Fig. 1: run 1, metal 1
The bar under the picture is 20 um long. Supply wires on this layer in gray. Cells faint in the background.
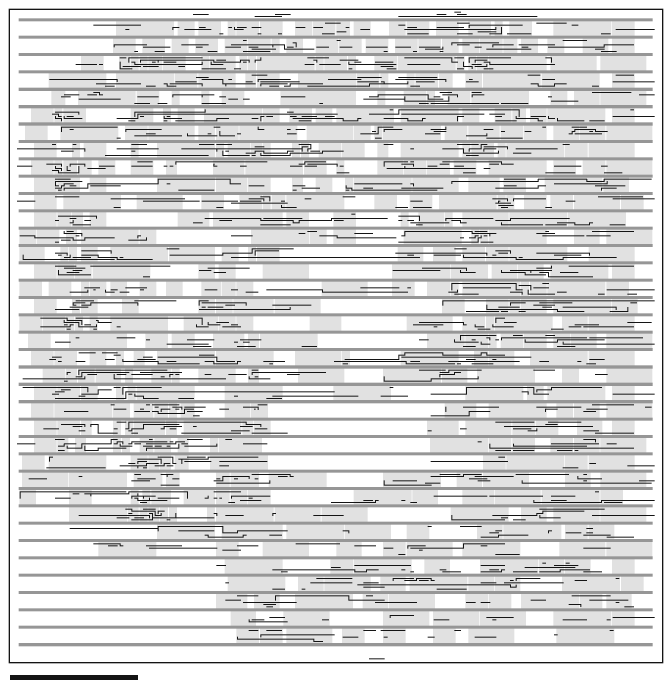
Fig. 2: run 1, congestion heat map
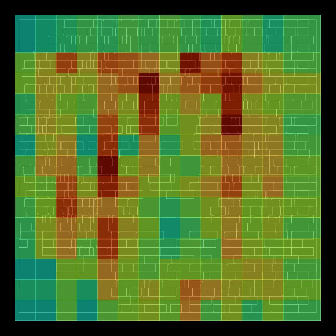
Fig. 3: run 1, routed metal, one color a layer
Only two layers are drawn.
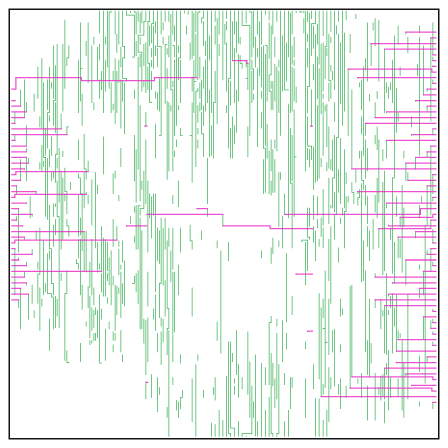
Fig. 4: run 1, sequential cells grouped by signal name
The bar under the picture is 20 um long. Other sequential cells in the stronger gray, the rest of the logic in the fainter gray.
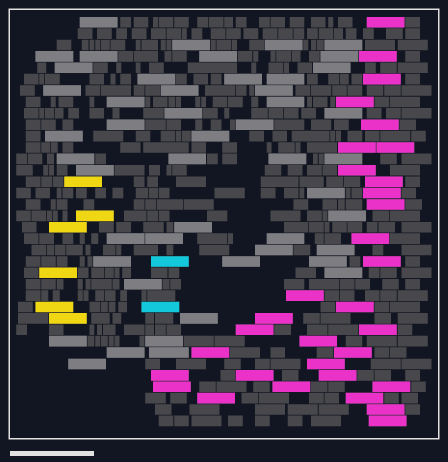
File: src/rtl/v_mem_sched.sv
// v_mem_sched: controller for one single-port N x W table RAM.
// On reset or flush it zero-fills every word. Otherwise it shares the RAM port among R
// requesters by round-robin arbitration and returns read data tagged with the requester index.
//
// Ports:
//   clk, rst_n        clock, asynchronous active-low reset
//   i_flush_req       request a zero-fill of the whole table
//   o_busy_r          sweep or flush in progress; no requests accepted
//   i_req_vld/wen     per-requester valid and command type (1 = write)
//   i_req_addr/wdata  per-requester address and write data, packed by requester index
//   o_req_rdy         one-hot grant (combinational)
//   o_rsp_*_r         read response: valid, owning requester, data
//   o_mem_*_r         registered RAM command
//   i_mem_rdata       RAM read data, one cycle after a read command
module v_mem_sched #(
  parameter int unsigned N  = 64,
  parameter int unsigned W  = 32,
  parameter int unsigned R  = 2,
  localparam int unsigned AW = $clog2(N),
  localparam int unsigned IW = $clog2(R)
) (
  input  logic            clk,
  input  logic            rst_n,
  input  logic            i_flush_req,
  output logic            o_busy_r,
  input  logic [R-1:0]    i_req_vld,
  input  logic [R-1:0]    i_req_wen,
  input  logic [R*AW-1:0] i_req_addr,
  input  logic [R*W-1:0]  i_req_wdata,
  output logic [R-1:0]    o_req_rdy,
  output logic            o_rsp_vld_r,
  output logic [IW-1:0]   o_rsp_id_r,
  output logic [W-1:0]    o_rsp_rdata_r,
  output logic            o_mem_en_r,
  output logic            o_mem_wen_r,
  output logic [AW-1:0]   o_mem_addr_r,
  output logic [W-1:0]    o_mem_wdata_r,
  input  logic [W-1:0]    i_mem_rdata
);

  typedef enum logic [1:0] {StInit, StRun, StDrain} state_e;

  localparam logic [AW-1:0] LastAddr = AW'(N - 1);
  localparam logic [IW:0]   NumReq   = (IW+1)'(R);
  localparam logic [IW-1:0] LastReq  = IW'(R - 1);

  state_e        state_q, state_d;
  logic [AW-1:0] cnt_q;
  logic [IW-1:0] ptr_q;
  // Two-stage read tracker: stage 1 = command on the RAM port, stage 2 = data on i_mem_rdata.
  logic          rd1_vld_q, rd2_vld_q;
  logic [IW-1:0] rd1_id_q, rd2_id_q;

  logic [R-1:0]  grant;
  logic [IW-1:0] gnt_idx;
  logic          gnt_any;
  logic [IW:0]   cand;

  // Round-robin search starting at the pointer, wrapping from R-1 to 0.
  // A flush request blocks all grants in that cycle.
  always_comb begin
    grant   = '0;
    gnt_idx = '0;
    gnt_any = 1'b0;
    cand    = '0;
    if (state_q == StRun && !i_flush_req) begin
      for (int unsigned i = 0; i < R; i++) begin
        cand = {1'b0, ptr_q} + (IW+1)'(i);
        if (cand >= NumReq) cand = cand - NumReq;
        if (!gnt_any && i_req_vld[cand[IW-1:0]]) begin
          gnt_any = 1'b1;
          gnt_idx = cand[IW-1:0];
        end
      end
      if (gnt_any) grant[gnt_idx] = 1'b1;
    end
  end

  assign o_req_rdy = grant;

  always_comb begin
    state_d = state_q;
    case (state_q)
      StInit:  if (cnt_q == LastAddr) state_d = StRun;
      StRun:   if (i_flush_req) state_d = StDrain;
      StDrain: if (!rd1_vld_q && !rd2_vld_q) state_d = StInit;
      default: state_d = StInit;
    endcase
  end

  always_ff @(posedge clk or negedge rst_n) begin
    if (!rst_n) begin
      state_q       <= StInit;
      cnt_q         <= '0;
      ptr_q         <= '0;
      o_busy_r      <= 1'b1;
      o_mem_en_r    <= 1'b0;
      o_mem_wen_r   <= 1'b0;
      o_mem_addr_r  <= '0;
      o_mem_wdata_r <= '0;
      rd1_vld_q     <= 1'b0;
      rd1_id_q      <= '0;
      rd2_vld_q     <= 1'b0;
      rd2_id_q      <= '0;
      o_rsp_vld_r   <= 1'b0;
      o_rsp_id_r    <= '0;
      o_rsp_rdata_r <= '0;
    end else begin
      state_q  <= state_d;
      o_busy_r <= (state_d != StRun);

      o_mem_en_r    <= 1'b0;
      o_mem_wen_r   <= 1'b0;
      o_mem_addr_r  <= '0;
      o_mem_wdata_r <= '0;

      case (state_q)
        StInit: begin
          o_mem_en_r    <= 1'b1;
          o_mem_wen_r   <= 1'b1;
          o_mem_addr_r  <= cnt_q;
          o_mem_wdata_r <= '0;
          cnt_q         <= (cnt_q == LastAddr) ? '0 : cnt_q + 1'b1;
        end
        StRun: begin
          if (gnt_any) begin
            o_mem_en_r    <= 1'b1;
            o_mem_wen_r   <= i_req_wen[gnt_idx];
            o_mem_addr_r  <= i_req_addr[gnt_idx*AW +: AW];
            o_mem_wdata_r <= i_req_wdata[gnt_idx*W +: W];
            ptr_q         <= (gnt_idx == LastReq) ? '0 : gnt_idx + 1'b1;
          end
        end
        default: cnt_q <= '0;  // next sweep always starts at address 0
      endcase

      rd1_vld_q <= gnt_any && !i_req_wen[gnt_idx];
      rd1_id_q  <= gnt_idx;
      rd2_vld_q <= rd1_vld_q;
      rd2_id_q  <= rd1_id_q;

      o_rsp_vld_r <= rd2_vld_q;
      if (rd2_vld_q) begin
        o_rsp_id_r    <= rd2_id_q;
        o_rsp_rdata_r <= i_mem_rdata;
      end
    end
  end

endmodule

File: config.mk
export PLATFORM = sky130hd
export DESIGN_NAME = v_mem_sched
export DESIGN_NICKNAME = d
export VERILOG_FILES = /design/src/rtl/v_mem_sched.sv
export SDC_FILE = /design/constraint.sdc
export NUM_CORES = 1
export LEC_CHECK = 0
export CAP_MARGIN = 20
export CORE_UTILIZATION = 35
export DETAILED_ROUTE_END_ITERATION = 7
export PLACE_DENSITY = 0.76
export SYNTH_ARGS = -nofsm -noshare
export SYNTH_HDL_FRONTEND = slang
export SYNTH_SLANG_ARGS = --single-unit
export TNS_END_PERCENT = 50
File: constraint.sdc
create_clock -name clk -period 1.37 [get_ports clk]
set_input_delay 0.137 -clock clk [delete_from_list [all_inputs] [get_ports clk]]
set_output_delay 0.137 -clock clk [all_outputs]
set_load 0.05 [all_outputs]
==> notes.md, run 1 <==
Reports from this run.

- The run finished, with violations left.
- The final reports fail on setup timing.
- Summed over the clock group, the power is ~1.7 mW.
- Buffers added to address setup during post-CTS repair amount to 6.
- The accumulated negative setup slack is -3900 ps.
- The number of clock sinks reads 88.
- For reference, compound AND-OR and OR-AND cells occupy 3.03% of the area reported after synthesis.
- For this run, the post-layout net count is 633.
- Across all hold checks on the routed design, the worst slack comes to around 270 ps.
- The cell depth of the worst flop-to-flop path is 6.
- The logic gate fraction of the total cell area reads 21.7%.
- Summed over its instances, the top area cell type makes up 62.0% of the synthesized netlist area.
- The final cell area excluding filler cells is 6630 um2.
- The plain and repair buffers instantiated in the layout total between 200 and 250.
- The max-capacitance violation count is 0.
- The critical path goes through nor3b_4, buf_4, o21ai_4, nor2_4, buf_6.
- The cell group occupying the most layout area is buffers.
- The net switching power reads 1.02 mW.
- The count of warnings emitted by yosys is 0.
- The most used routing layer reads met2.
- The standard-cell row count reads 36.
- The total number of cells along the worst setup path reads 5.
- The slowest library cell on the worst path reads sky130_fd_sc_hd__dfrtp_1.
- The clock tree root buffer cell is sky130_fd_sc_hd__clkbuf_8.
- The clock power share is a little over a third.
- The most frequently used library cell after synthesis is sky130_fd_sc_hd__dfrtp_1.
- The number of register bits inferred by synthesis reads a little under 90.
- The total routed wire length on the met1 layer reads roughly 3900 um.
- The synthesized net count reads about 420.
- The number of global-route vias before repair is 3123.
- The amount of wire on met2 after detailed routing is 5780 um.
- According to the report, the first pass of detailed routing completed in 4 iterations.
- The worst max-slew margin expressed relative to the limit is between 70% and 80%.
- The post-synthesis share of cell area spent on and, or, nand and nor gates is between 15 and 20%.
- The number of buffer cells added on primary ports reads 191.
- The worst setup slack for register-to-register paths reads -190 ps.
- The placer congestion estimate is 0.718.
- The yosys-reported design area after synthesis is roughly 3500 um2.
- In this run, the combinational gates consume 10.8% of the power.
- The overall power after layout is ~4.8 mW.
- The script parses the final routing iteration and logs DRC violations as 0.
- The mean area per synthesized cell is approximately 12 um2.
- The later pin in the worst-skew pair is clocked with a latency of 350 ps.
- Grouping non-sequential cells by family puts the most area in simple AND/OR/NAND/NOR gates.
- The cell type with the largest total area reads sky130_fd_sc_hd__dfrtp_1.
- The number of DRC markers in iteration 0 reads 63.
- The OpenROAD warning count is 29.
- The HPWL reported at the end of detailed placement is 7670 um.
- The placement-stage cell area is 6060 um2.
- The post-synthesis instance area reads 3510 um2.
- The xor and xnor fraction of the mapped netlist area reads 0.499%.
- Of all the cell area in the finished design, non-clock buffers hold 39.8%.
- The share of the core area taken by cells at floorplan is a little over a third.
- The design has 88 sequential cells.
- Setup repair after global routing could not meet its margin everywhere.
- The end of the worst register-to-register path reads o_mem_wdata_r[8].
- The synthesis run shows the most used standard cells to be 87 x sky130_fd_sc_hd__dfrtp_1, 73 x sky130_fd_sc_hd__nor2_1, 33 x sky130_fd_sc_hd__mux2_2.
- The count of multi-input gates reads just under 200.
- The kind of path behind the tightest hold check is in2async.
- The number of failing setup endpoints in the final timing report is 39.
- Per the post-run analysis, buffers plus inverters along the critical path come to 2.
- The clock-pin slew reported for the worst setup and hold paths after clock tree synthesis reads 80 ps.
- Per the layout report, the design carries 12 clock buffers.
- The capturing element of the worst setup path is o_req_rdy[0].
- The highest ir drop seen on vdd reads 0.539 mV.
- The flow reports power dissipated in combinational cells as 0.521 mW.
- For this block, the routed nets add up to 10600 um of wire.
- The worst setup margin reads -235 ps.
- Leaving out buffers and inverters, the combinational logic in the layout accounts for 1440 um2.
- The total internal power reads 3.80 mW.
- The area growth from synthesis to final layout reads 88.8%.
- In this run the horizontal extent of the chip is 102 um.
- The final global-route overflow total is 0.
- In this run, flip-flops and latches consume 53.8% of the power.
- The largest clock skew in the final design reads 6.43 ps.
- The proportion of cell area spent on the clock network reads 2.64%.
- The largest driver fanout on the critical path is 2.
Notes on Fig. 1 above:
nets with wire on the layer: 531
longest straight run: 33.1 um
main direction: horizontal

Notes on Fig. 2 above:
overall track demand over capacity in global routing: 20.1%
global routing met1 resource utilization: 22.1%
final routed wire length divided by cell count: 16.3 um
met2 usage in global routing: 36.4%

Notes on Fig. 3 above:
| color | layer | wire length |
|---|---|---|
| green | met2 | 5780 um |
| magenta | met3 | 837 um |

Notes on Fig. 4 above:
| color | signal | flops |
|---|---|---|
| yellow | `o_mem_addr_r` | 6 |
| cyan | `state_q` | 2 |
| magenta | `o_rsp_rdata_r` | 32 |
final core utilization: 68.2%
Seq area share: 33.2%
Reg area: 2200 um2
power consumed by sequential cells: 2.59 mW

==> run 1 -> run 2 <==
--- a/config.mk
+++ b/config.mk
@@ -5,6 +5,7 @@
 export SDC_FILE = /design/constraint.sdc
 export NUM_CORES = 1
 export LEC_CHECK = 0
+export ABC_AREA = 1
 export CAP_MARGIN = 20
 export CORE_UTILIZATION = 35
 export DETAILED_ROUTE_END_ITERATION = 7
==> run 2 against run 1 <==
Compared with the run above:
- the run still ends with setup timing left
- synthesized cell count is 11% higher
- wire length fell by 2.1%
- global-route usage down 0.99 points
- clock skew up 3.9 ps
==> notes.md, run 2 <==
Reports from this run.

- The top-area cell type share of the netlist area reads 60.8% (-1.1 points).
- The met2 track utilization from global routing is 33.2% (-3.2 points).
- The synthesized net count is 452 (+7.9%).
- The run finished, with violations left.
- The worst max-slew margin expressed relative to the limit is 68.0% (-3.6 points).
- The cell group occupying the most layout area reads buffers.
- The worst setup slack for register-to-register paths came to -60 ps (+130 ps).
- The number of clock sinks is 88 (unchanged).
- The standard-cell row count is 36 (unchanged).
- The xor and xnor fraction of the mapped netlist area is 0.490% (-0.0091 points).
- The final cell area excluding filler cells came to 6530 um2 (-1.6%).
- The count of multi-input gates reads 213 (+9.2%).
- The largest driver fanout on the critical path is 3 (+1).
- The number of buffers other than clock buffers in the final layout came to 217 (-1.8%).
- The flop count reads 88 (unchanged).
- The final hold slack is 346 ps (+74.7 ps).
- The most popular library cell in the synthesized design by count is sky130_fd_sc_hd__dfrtp_1.
- The post-synthesis instance area reads 3580 um2 (+1.9%).
- The most critical min-delay path falls under in2async.
- The dominant non-sequential cell family after synthesis reads simple AND/OR/NAND/NOR gates.
- The proportion of cell area spent on the clock network was 3.05% (+0.41 points).
- The total number of cells along the worst setup path came to 5 (unchanged).
- The number of clock-tree buffers in the layout reads 13 (+1).
- The overall power after layout reads 4.84 mW (+0.32%).
- The sequential fraction of design power was 53.6% (-0.2 points).
- The accumulated negative setup slack is -1070 ps (+2830 ps).
- The fraction of met1 tracks used by global routing reads 21.5% (-0.60 points).
- The net switching power is 1.00 mW (-2.3%).
- The placement-stage cell area reads 6160 um2 (+1.7%).
- The global-route usage over all layers reads 19.1% (-0.99 points).
- The final core area utilization is 66.5% (-1.7 points).
- The clock network latency to the later pin of the worst-skew pair reads 350 ps (about the same).
- The proportion of final cell area spent on non-clock buffers is 40.5% (+0.76 points).
- The HPWL reported at the end of detailed placement came to 7610 um (-0.79%).
- The end of the worst register-to-register path is o_mem_wdata_r[4].
- The OpenROAD warning count is 29 (unchanged).
- The number of failing setup endpoints in the final timing report is 34 (-13%).
- The sequential portion of the cell area was 33.8% (+0.57 points).
- The number of optimization iterations in the first detailed-route pass is 4 (unchanged).
- The worst setup margin reads -130 ps (+105 ps).
- The number of DRC markers in iteration 0 reads 68 (+7.9%).
- The cell sequence reported for the critical path is clkdlybuf4s50_1, nor2_1, nand3b_1, nor2_2, buf_6.
- The cell depth of the worst flop-to-flop path reads 8 (+2).
- The timing report shows that the slowest cell on the worst path is sky130_fd_sc_hd__clkdlybuf4s50_1.
- The clock group total power is 1.80 mW (+5%).
- The total routed wire length on the met1 layer is 3970 um (+3.1%).
- The final global-route overflow total is 0 (unchanged).
- The checks that failed: setup timing.
- The largest clock skew in the final design came to 10.4 ps (+3.93 ps).
- The number of register bits inferred by synthesis is 88 (unchanged).
- The capturing element of the worst setup path is o_req_rdy[0].
- The register area came to 2210 um2 (+0.11%).
- The number of global-route vias before repair reads 3190 (+2.1%).
- The power in combinational cells is 0.445 mW (-15%).
- The max-capacitance violation count reads 0 (unchanged).
- The clock power share is 37.2% (+1.8 points).
- The part of the total power dissipated in combinational logic reads 9.2% (-1.6 points).
- The count of warnings emitted by yosys is 0 (unchanged).
- The number of buffer cells added on primary ports reads 191 (unchanged).
- The detailed-route wire length per cell is 15.1 um (-7.0%).
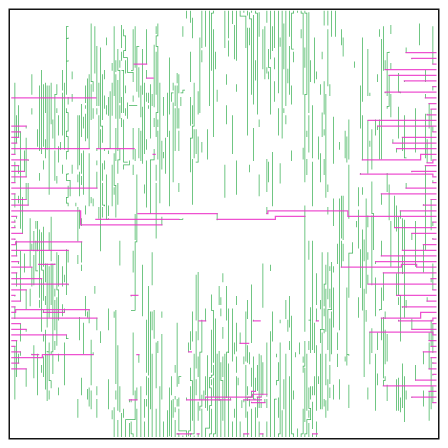
Fig. 5. Routed metal, one color a layer (run 2).
Only two layers are drawn.
| color | layer | wire length |
|---|---|---|
| magenta | met3 | 888 um |
| green | met2 | 5290 um |
total via count in the routed design: 3171
aggregate routed wire length: 10400 um

==> run 2 -> run 3 <==
--- a/config.mk
+++ b/config.mk
@@ -10,6 +10,8 @@
 export CORE_UTILIZATION = 35
 export DETAILED_ROUTE_END_ITERATION = 7
 export PLACE_DENSITY = 0.76
+export REMOVE_ABC_BUFFERS = 1
+export SKIP_LAST_GASP = 1
 export SYNTH_ARGS = -nofsm -noshare
 export SYNTH_HDL_FRONTEND = slang
 export SYNTH_SLANG_ARGS = --single-unit
==> run 3 against run 2 <==
Compared with the run above:
- the run still ends with setup timing left
- highest routed layer unchanged
- setup slack got worse by 50 ps
- clock power is essentially flat
- clock skew decreased by 1.3 ps
- sequential cell count stayed put
- sequential share of layout area fell by 1.2 points
- power rose by 0.61%
- final cell count rose by 2.2%
- synthesized cell count unchanged
- die area stayed put
==> notes.md, run 3 <==
Reports from this run.

- The number of clock sinks reads 88 (unchanged).
- The delay contributed by the slowest stage of the critical path is 360 ps.
- In the finished design, the share of the clock period the worst path needs comes to 113%.
- The post-synthesis sequential area ratio reads 61.6%.
- The part of the total power dissipated in combinational logic is 9.6% (+0.4 points).
- The final reports fail on setup timing.
- In the final design, more cell area goes to buffers than to any other class.
- The most frequent logic cell in the layout reads sky130_fd_sc_hd__clkdlybuf4s50_1.
- The measured slew at the worst slew-check pin is approximately 350 ps.
- The sequential fraction of design power is 53.3% (-0.3 points).
- The width of the chip reads 103 um.
- The final global-route overflow total is 0 (unchanged).
- The count of multi-input gates reads 214 (+0.47%).
- The total number of vias is 3280 (+3.4%).
- The clock power share came to 37.1% (about the same).
- The global-route usage over all layers reads 20.1% (+0.95 points).
- The dominant delay contributor by cell family on the critical path reads simple AND/OR/NAND/NOR gates.
- The number of DRC markers in iteration 0 was 121 (+78%).
- According to the timing report, the critical path is captured at o_req_rdy[0].
- The type recorded for the worst min-delay path is in2async.
- The proportion of final cell area spent on non-clock buffers came to 41.7% (+1.2 points).
- The count of buffers added by post-CTS timing repair for setup reads 8.
- The floorplan step defined a die boundary enclosing around 11000 um2.
- The post-synthesis share of cell area spent on and, or, nand and nor gates reads 14.9%.
- The number of placed instances, taps included, is 667.
- The largest clock skew in the final design came to 9.10 ps (-1.26 ps).
- The top-area cell type share of the netlist area reads 60.8% (unchanged).
- The dominant power group reads sequential cells.
- The final cell area excluding filler cells reads 6760 um2 (+3.6%).
- The upper clock frequency limit reads between 600 and 700 MHz.
- The signal on the critical path passes through inv_2, nor2_4, buf_6, nand3b_1, nor2_2, buf_6.
- The pin count of the biggest net entering global routing reads 51.
- The worst setup margin is -180 ps (-50.3 ps).
- Yosys reports the multiplexer fraction of the synthesized area as 10.4%.
- The clock network latency to the later pin of the worst-skew pair is 340 ps (about the same).
- The number of buffer and inverter stages on the critical path reads 3.
- The xor and xnor fraction of the mapped netlist area was 0.490% (unchanged).
- The number of clock-tree buffers in the layout is 9 (-4).
- Setup repair after global routing could not meet its margin everywhere.
- The net switching power was 1.10 mW (+9.6%).
- The total length of routed wires was 10800 um (+3.6%).
- The compound-cell area share of the yosys netlist reads 7.24%.
- The number of cells in the yosys synthesis report reads 336.
- The OpenROAD warning count reads 27 (-6.9%).
- The number of optimization iterations in the first detailed-route pass is 4 (unchanged).
- The number of nets in the layout reads 680.
- The post-synthesis instance area is 3580 um2 (unchanged).
- Gates resized during post-CTS repair numbered 21.
- The overall power after layout reads 4.87 mW (+0.61%).
- The met3 track demand over resource reads 5.90%.
- The highest routing layer actually used is met4.
- Relative to the synthesized area, the layout overhead comes to 89.0%.
- The final hold slack reads 241 ps (-105 ps).
- The max-capacitance violation count reads 0 (unchanged).
- In the post-synthesis netlist, the biggest area contributors are sky130_fd_sc_hd__dfrtp_1 61%, sky130_fd_sc_hd__mux2_2 10%, sky130_fd_sc_hd__nor2_1 8.1%.
- The register area reads 2200 um2 (-0.11%).
- The startpoint type of the worst setup path is a flop.
- The standard-cell row count is 36 (unchanged).
- The HPWL reported at the end of detailed placement is 7680 um (+0.95%).
- The smallest clock period supported by the final layout is computed as 1550 ps.
- The sequential group power is 2.59 mW.
- The most popular library cell in the synthesized design by count reads sky130_fd_sc_hd__dfrtp_1.
- The power in combinational cells is 0.468 mW (+5.2%).
- The yosys-reported design area after synthesis is 3580 um2.
- Leaving out filler cells and counting taps, the final layout contains 702.
- The deepest clock path buffer count is 2.
- The DRC violation total left in the routed layout is recorded as 0.
- The count of H-tree levels built during CTS reads 3.
- The cell type with the largest total area reads sky130_fd_sc_hd__dfrtp_1.
- For reference, the critical path is launched at state_q[0].
- The total routed wire length on the met1 layer reads 4020 um (+1.1%).
- The largest driver fanout on the critical path is 2 (-1).
- The dominant non-sequential cell family after synthesis reads simple AND/OR/NAND/NOR gates.
- The amount of wire on met2 after detailed routing reads 5680 um.
- The static leakage power reads 3.24 nW.
- The accumulated negative setup slack is -2390 ps (-1310 ps).
- The number of diodes added for antenna fixing is 0.
- The adder-cell share of the synthesized area is 0.350%.
- The number of buffers created by CTS reads 9.
- The proportion of cell area spent on the clock network came to 2.98% (-0.068 points).
- The worst setup slack for register-to-register paths reads -140 ps (-80 ps).
- Net switching is 22.5% of the power.
- The flop count was 88 (unchanged).
- The tree is rooted in a sky130_fd_sc_hd__clkbuf_8.
- The number of buffer cells added on primary ports is 191 (unchanged).
- The count of warnings emitted by yosys was 0 (unchanged).
- The data required time at the worst endpoint is 1230 ps.
- The worst max-slew margin expressed relative to the limit is 76.3% (+8.3 points).
- The number of register bits inferred by synthesis reads 88 (unchanged).
- The number of antenna violations at the first check in global routing is 0.
- The cell depth of the worst flop-to-flop path reads 9 (+1).
- The mean area per synthesized cell reads roughly 11 um2.
- The main flop type after synthesis reads sky130_fd_sc_hd__dfrtp_1.
- The number of global-route vias before repair came to 3317 (+4.0%).
- The number of failing setup endpoints in the final timing report was 35 (+2.9%).
- The clock group total power reads 1.81 mW (about the same).
- The end of the worst register-to-register path reads o_mem_wdata_r[30].
- The global-route wire length before repair reads between 15000 and 20000 um.
- The sequential portion of the cell area is 32.6% (-1.2 points).
- The placer congestion estimate is 0.874.
- The number of buffers other than clock buffers in the final layout is 231 (+6.5%).
- The fill cell instance count of the final layout reads between 700 and 800.
- The flow ran to the end, but the final reports show violations.
- The final core area utilization reads 68.9% (+2.4 points).
- The total internal power reads 3.77 mW.
- The total number of cells along the worst setup path reads 6 (+1).
- The placement-stage cell area is 6160 um2 (about the same).
- Per the detail_route log, met3 wirelength is 1020 um.
- The slowest library cell on the worst path reads sky130_fd_sc_hd__dfrtp_1.
- The post-route netlist has 35.7% of its cells at a drive strength greater than 1.
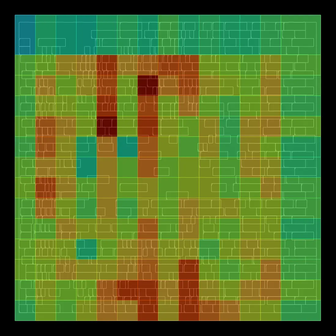
Fig. 6. Congestion heat map (run 3).
met2 usage in global routing: 37.0%
most used routing layer in global routing: met2
global routing met1 resource utilization: 21.9%
final routed wire length divided by cell count: 15.3 um

Power figures rest on the tool's default switching activity, not on a simulated workload.
